--- src/rtl/pipeline_pkg.sv ---
// Shared pipeline types: hazard FSM states, register index, NOP encoding.
// Imported by the hazard controller and its load-use detector.
package pipeline_pkg;

  typedef enum logic [1:0] {
    RUN,
    MULDIV,
    MEM_WAIT
  } hz_state_t;

  typedef logic [4:0] reg_idx_t;

  localparam logic [31:0] NOP_INSN = 32'h0000_0013;

endpackage

--- src/rtl/hazard_load_use_detect.sv ---
// Load-use compare between the load in EX and the sources read in ID.
// x0 never creates a dependency.
module hazard_load_use_detect
  import pipeline_pkg::*;
(
  input  logic     ex_is_load,
  input  logic     ex_reg_write,
  input  reg_idx_t ex_rd,
  input  reg_idx_t id_rs1,
  input  reg_idx_t id_rs2,
  input  logic     id_use_rs1,
  input  logic     id_use_rs2,
  output logic     hit
);

  logic rs1_hit;
  logic rs2_hit;

  assign rs1_hit = id_use_rs1 & (id_rs1 == ex_rd);
  assign rs2_hit = id_use_rs2 & (id_rs2 == ex_rd);

  assign hit = ex_is_load & ex_reg_write
             & (ex_rd != '0)
             & (rs1_hit | rs2_hit);

endmodule

--- src/rtl/pipeline_hazard_controller.sv ---
// Stall/flush sequencer for the 5-stage pipeline: load-use, branch
// redirect, MUL/DIV occupancy of EX and data-memory wait states.
module pipeline_hazard_controller
  import pipeline_pkg::*;
#(
  parameter int MULDIV_LATENCY = 4,
  parameter int CNT_W          = 32
) (
  input  logic             clk,
  input  logic             reset_n,
  input  reg_idx_t         id_rs1,
  input  reg_idx_t         id_rs2,
  input  logic             id_use_rs1,
  input  logic             id_use_rs2,
  input  reg_idx_t         ex_rd,
  input  logic             ex_reg_write,
  input  logic             ex_is_load,
  input  logic             ex_muldiv,
  input  logic             ex_branch_taken,
  input  logic             mem_req,
  input  logic             mem_ready,
  output logic             pc_wr_en,
  output logic             if_id_wr_en,
  output logic             if_id_flush,
  output logic             id_ex_wr_en,
  output logic             id_ex_bubble,
  output logic             ex_mem_wr_en,
  output logic             ex_mem_bubble,
  output logic             muldiv_busy,
  output logic [CNT_W-1:0] stall_cycles
);

  localparam int MD_W = $clog2(MULDIV_LATENCY + 1);
  localparam logic [MD_W-1:0] MD_LOAD =
    MD_W'(MULDIV_LATENCY - 1);

  hz_state_t       state, state_nx;
  logic [MD_W-1:0] mdcnt, mdcnt_nx;
  logic            lu_hit;
  logic            mem_stall;
  logic            md_busy;

  hazard_load_use_detect u_lu (
    .ex_is_load   (ex_is_load),
    .ex_reg_write (ex_reg_write),
    .ex_rd        (ex_rd),
    .id_rs1       (id_rs1),
    .id_rs2       (id_rs2),
    .id_use_rs1   (id_use_rs1),
    .id_use_rs2   (id_use_rs2),
    .hit          (lu_hit)
  );

  assign mem_stall = mem_req & ~mem_ready;
  // MUL/DIV keeps counting down while memory freezes the pipe
  assign md_busy = (state != RUN) & (mdcnt != '0);

  always_ff @(posedge clk or negedge reset_n) begin
    if (!reset_n) begin
      state        <= RUN;
      mdcnt        <= '0;
      stall_cycles <= '0;
    end else begin
      state <= state_nx;
      mdcnt <= mdcnt_nx;
      if (!pc_wr_en && stall_cycles != '1)
        stall_cycles <= stall_cycles + 1'b1;
    end
  end

  always_comb begin
    state_nx = state;
    mdcnt_nx = (mdcnt != '0) ? mdcnt - 1'b1 : '0;
    if (mem_stall) begin
      state_nx = MEM_WAIT;
    end else if (state == RUN && ex_muldiv) begin
      state_nx = MULDIV;
      mdcnt_nx = MD_LOAD;
    end else if (md_busy) begin
      state_nx = MULDIV;
    end else begin
      state_nx = RUN;
    end
  end

  always_comb begin
    pc_wr_en      = 1'b0;
    if_id_wr_en   = 1'b0;
    if_id_flush   = 1'b0;
    id_ex_wr_en   = 1'b0;
    id_ex_bubble  = 1'b0;
    ex_mem_wr_en  = 1'b0;
    ex_mem_bubble = 1'b0;
    muldiv_busy   = reset_n & (state == MULDIV);
    if (!reset_n || mem_stall) begin
      pc_wr_en = 1'b0;
    end else if (md_busy) begin
      ex_mem_wr_en  = 1'b1;
      ex_mem_bubble = 1'b1;
    end else if (ex_branch_taken) begin
      pc_wr_en     = 1'b1;
      if_id_wr_en  = 1'b1;
      if_id_flush  = 1'b1;
      id_ex_wr_en  = 1'b1;
      id_ex_bubble = 1'b1;
      ex_mem_wr_en = 1'b1;
    end else if (lu_hit) begin
      id_ex_wr_en  = 1'b1;
      id_ex_bubble = 1'b1;
      ex_mem_wr_en = 1'b1;
    end else begin
      pc_wr_en     = 1'b1;
      if_id_wr_en  = 1'b1;
      id_ex_wr_en  = 1'b1;
      ex_mem_wr_en = 1'b1;
    end
  end

  // The decoder never issues a MUL/DIV that is also a taken branch
  a_no_md_branch : assert property (
    @(posedge clk) disable iff (!reset_n)
    !(ex_muldiv && ex_branch_taken)
  );

endmodule

--- config.mk ---
export PLATFORM = sky130hd
export DESIGN_NAME = pipeline_hazard_controller
export DESIGN_NICKNAME = d
export VERILOG_FILES = /design/src/rtl/pipeline_pkg.sv /design/src/rtl/hazard_load_use_detect.sv /design/src/rtl/pipeline_hazard_controller.sv
export SDC_FILE = /design/constraint.sdc
export NUM_CORES = 1
export LEC_CHECK = 0
export CELL_PAD_IN_SITES_DETAIL_PLACEMENT = 1
export CELL_PAD_IN_SITES_GLOBAL_PLACEMENT = 1
export CORE_MARGIN = 2
export CORE_UTILIZATION = 35
export CTS_CLUSTER_DIAMETER = 200
export CTS_CLUSTER_SIZE = 24
export DETAILED_ROUTE_END_ITERATION = 8
export GPL_ROUTABILITY_DRIVEN = 0
export PLACE_DENSITY = 0.9
export SLEW_MARGIN = 20
export SYNTH_ARGS = -nofsm -noshare
export SYNTH_HDL_FRONTEND = slang
export SYNTH_SLANG_ARGS = --single-unit
export TNS_END_PERCENT = 10
--- constraint.sdc ---
create_clock -name clk -period 2.9 [get_ports clk]
set_input_delay 0.725 -clock clk [delete_from_list [all_inputs] [get_ports clk]]
set_output_delay 0.725 -clock clk [all_outputs]
set_load 0.01 [all_outputs]
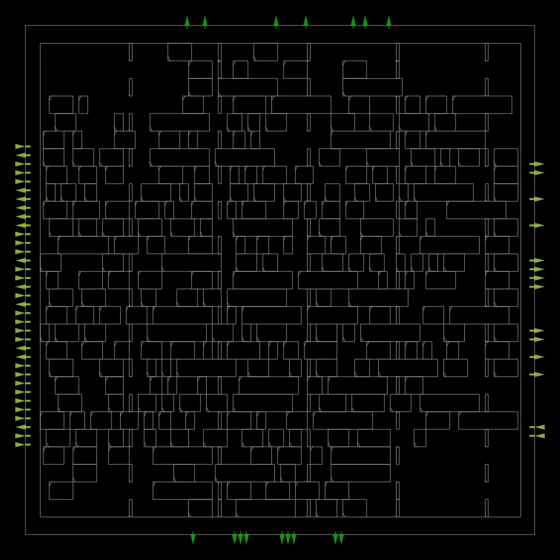
placement.png
non-filler cells, final: 339
row count: 27
flop count: 37
Filler cells: 627

==> flow_summary.yaml <==
# implementation run metrics
outcome:
  outcome: "completed"
logic_synthesis:
  synth.most_common_cell: "dfrtp_1"
  top_area_cell: "dfrtp_1"
  synth_area_um2: 1966
  avgSynthCellArea_um2: 10.68
  topCombFamilyByArea: "simple AND/OR/NAND/NOR gates"
  ys_async_sr_fraction: 1.000
  top_area_frac: 0.4710
  synth_cells: 184
  yosysUniqueCellTypes: 36
  edf_count: 0
  ys_seq_frac: 0.4710
  synthXorXnorAreaFrac: 0.1782
  area_leaders: "dfrtp_1 47%, xnor2_1 12%, xor2_1 5.8%"
  yosys_area_um2: 1966
  ys_sh_aoi: 0.04010
  syn_nets: 210
  synth_top_flop_cell: "dfrtp_1"
  yosys_warnings: 0
  synth_flops: 37
  top_cells_by_count: "37 x dfrtp_1, 27 x xnor2_1, 20 x nand2_1"
  ys_sh_adder: 0.006365
  simple_gate_area_frac: 0.2699
  mux_share: 0
  ys_cells: 184
layout:
  layout_top_cells: "52 x clkdlybuf4s50_1, 37 x dfrtp_1, 27 x xnor2_1"
  seq_share: 0.3239
  clk_share: 0.03545
  layout-drive-gt1-share: 0.1723
  logic_gates: 137
  top_regs: "stall_cycles: 32 flops, mdcnt: 3 flops, state: 2 flops"
  syn2layout_area_growth_pct: 45.45
  largest_reg_flops: 32
  n_all_inverters: 5
  final-comb-area_um2: 985.9
  n_all_buffers: 80
  layout.nonclk_buf_frac: 0.2578
  clkbuf_count: 7
  top_register: "stall_cycles"
  largest_cell_class: "multi-input combinational cells"
  final_layout_top_logic_cell: "clkdlybuf4s50_1"
  seqCellArea_um2: 925.9
  nets: 292
  postLayoutCoreUtil: 0.5224
  comb-cell-share: 0.3449
  diodes: 0
worst_setup_path:
  critPathArrivalTime_ns: 2.12
  rrSetupSlack_ns: 0.69
  cp.required_ns: 2.17
  worstSetupStartpointType: "input port"
  path_buffers: 3
  cpMaxStageDelayCell: "clkdlybuf4s50_1"
  crit_cells: 7
  crit_fanout: 3
  crit_end: "if_id_wr_en"
  reg2reg_depth: 8
  r2r_start: "stall_cycles[3]"
  max_stage_delay_ns: 0.50
  critPathKind: "input port to output port"
  critPathCaptureType: "output port"
  path_cells: "clkdlybuf4s50_1, xnor2_1, nand4_1, o22ai_2, buf_4, a31oi_4, buf_2"
  reg2reg_to: "stall_cycles[27]"
  worstSetupStartpoint: "id_rs2[3]"
flow_run:
  maxCapViolations: 0
  tool_warnings: 27
routing:
  totalWireLength_mm: 5.245
  wire_per_inst_um: 15.47
  wl_met3_um: 361
  antenna_left: 0
  drtIter0Drc: 52
  num_vias: 1661
  dr.pass1.iters: 4
  wl_met1_mm: 2.073
  route.met2.wl_mm: 2.734
  top_layer_used: "met4"
  vias_per_cell: 4.900
clock_tree:
  clk_latency_ns: 0.30
  clkTransAtPathRegs_ns: 0.07
  cts_tree: "done"
  clockBufferDepth: 2
  cts-root-buf: "clkbuf_8"
  clkSinkCount: 37
  htree_levels: 2
  cts_resized: 23
  hold_buffers: 0
  cts_made_buffers: 5
  post_cts_buffers: 0
sta:
  finalCriticalPeriod_ns: 2.847
  worst_pin_slew_ns: 0.4687
  fmax_mhz: 351.2
  setup_ws_ns: 0.05293
  setup_viol: 0
  final.setup.tns_ns: 0
  rsz0062_at_grt: "yes"
  finalMaxSlewViolations: 0
  finalCritPeriodShare: 0.9817
  fin_skew_ns: 0.005176
  maxSlewHeadroom: 0.6875
  final-hold-violation-count: 0
floorplan:
  core-area_um2: 5473
  dieHeight_um: 78.94
  chip_area_um2: 6232
  ios: 65
  fp-utilization: 0.3592
  tap_cells: 72
  die_x_um: 78.94
grt:
  grt_max_degree: 38
  grt.busiest_layer: "met2"
  met1_usage: 0.2055
  grt_use_met3: 0.05114
  grt_usage: 0.1820
  grtUsageMet2: 0.3308
  first_global_vias: 1870
  antenna_found_initial: 0
  overflow: 0
power_and_ir_drop:
  total_power_w: 0.001495
  p_leak_nw: 1.154
  pg_seq_w: 0.000650
  comb-power_w: 0.000444
  ir_drop_mv: 0.2150
  power_leader: "sequential cells"
  pwr-share-seq: 0.435
  switching_share: 0.3074
  power_frac_comb: 0.297
  power_density_nw_per_um2: 522.8
  p_clk_frac: 0.268
  power.internal_w: 0.001035
  p_sw_w: 0.0004595
placement:
  dp_hpwl_mm: 4.155
  dp_cells: 331
  pre_cts_ws_ns: -0.4441
hold_path:
  hp-class: "flop to flop"
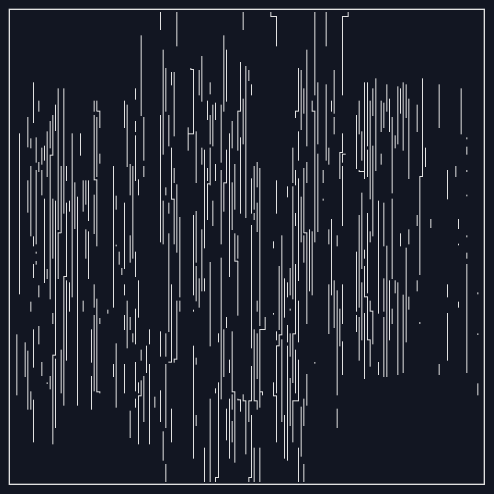
layer_met2.png
(6 px per um)
- longest straight run: 34.7 um
- share of all routed wire: 52%
- wire length on this layer: 2730 um
- main direction: vertical

per-stage QoR:
stage / cell area (um^2) / hold slack [ns]
after floorplan: 1966 / 0.4294
after global placement: 2763 / 0.4712
after detailed placement: 2763 / 0.4804
after CTS: 2851 / 0.4946
after global routing: 2859 / 0.5034
final: 2859 / 0.4874
how the worst min path moves through the flow:
| stage | start | end | slack, ns | depth (start not counted) |
|---|---|---|---|---|
| after floorplan | reset_n | mdcnt[0] | 0.43 | 0 |
| after global placement | stall_cycles[20] | stall_cycles[20] | 0.47 | 1 |
| after detailed placement | stall_cycles[5] | stall_cycles[5] | 0.48 | 1 |
| after CTS | stall_cycles[5] | stall_cycles[5] | 0.49 | 1 |
| after global routing | stall_cycles[12] | stall_cycles[12] | 0.50 | 1 |
| final | stall_cycles[12] | stall_cycles[12] | 0.49 | 1 |
No activity file was given, so power comes from the tool's default toggle rates.
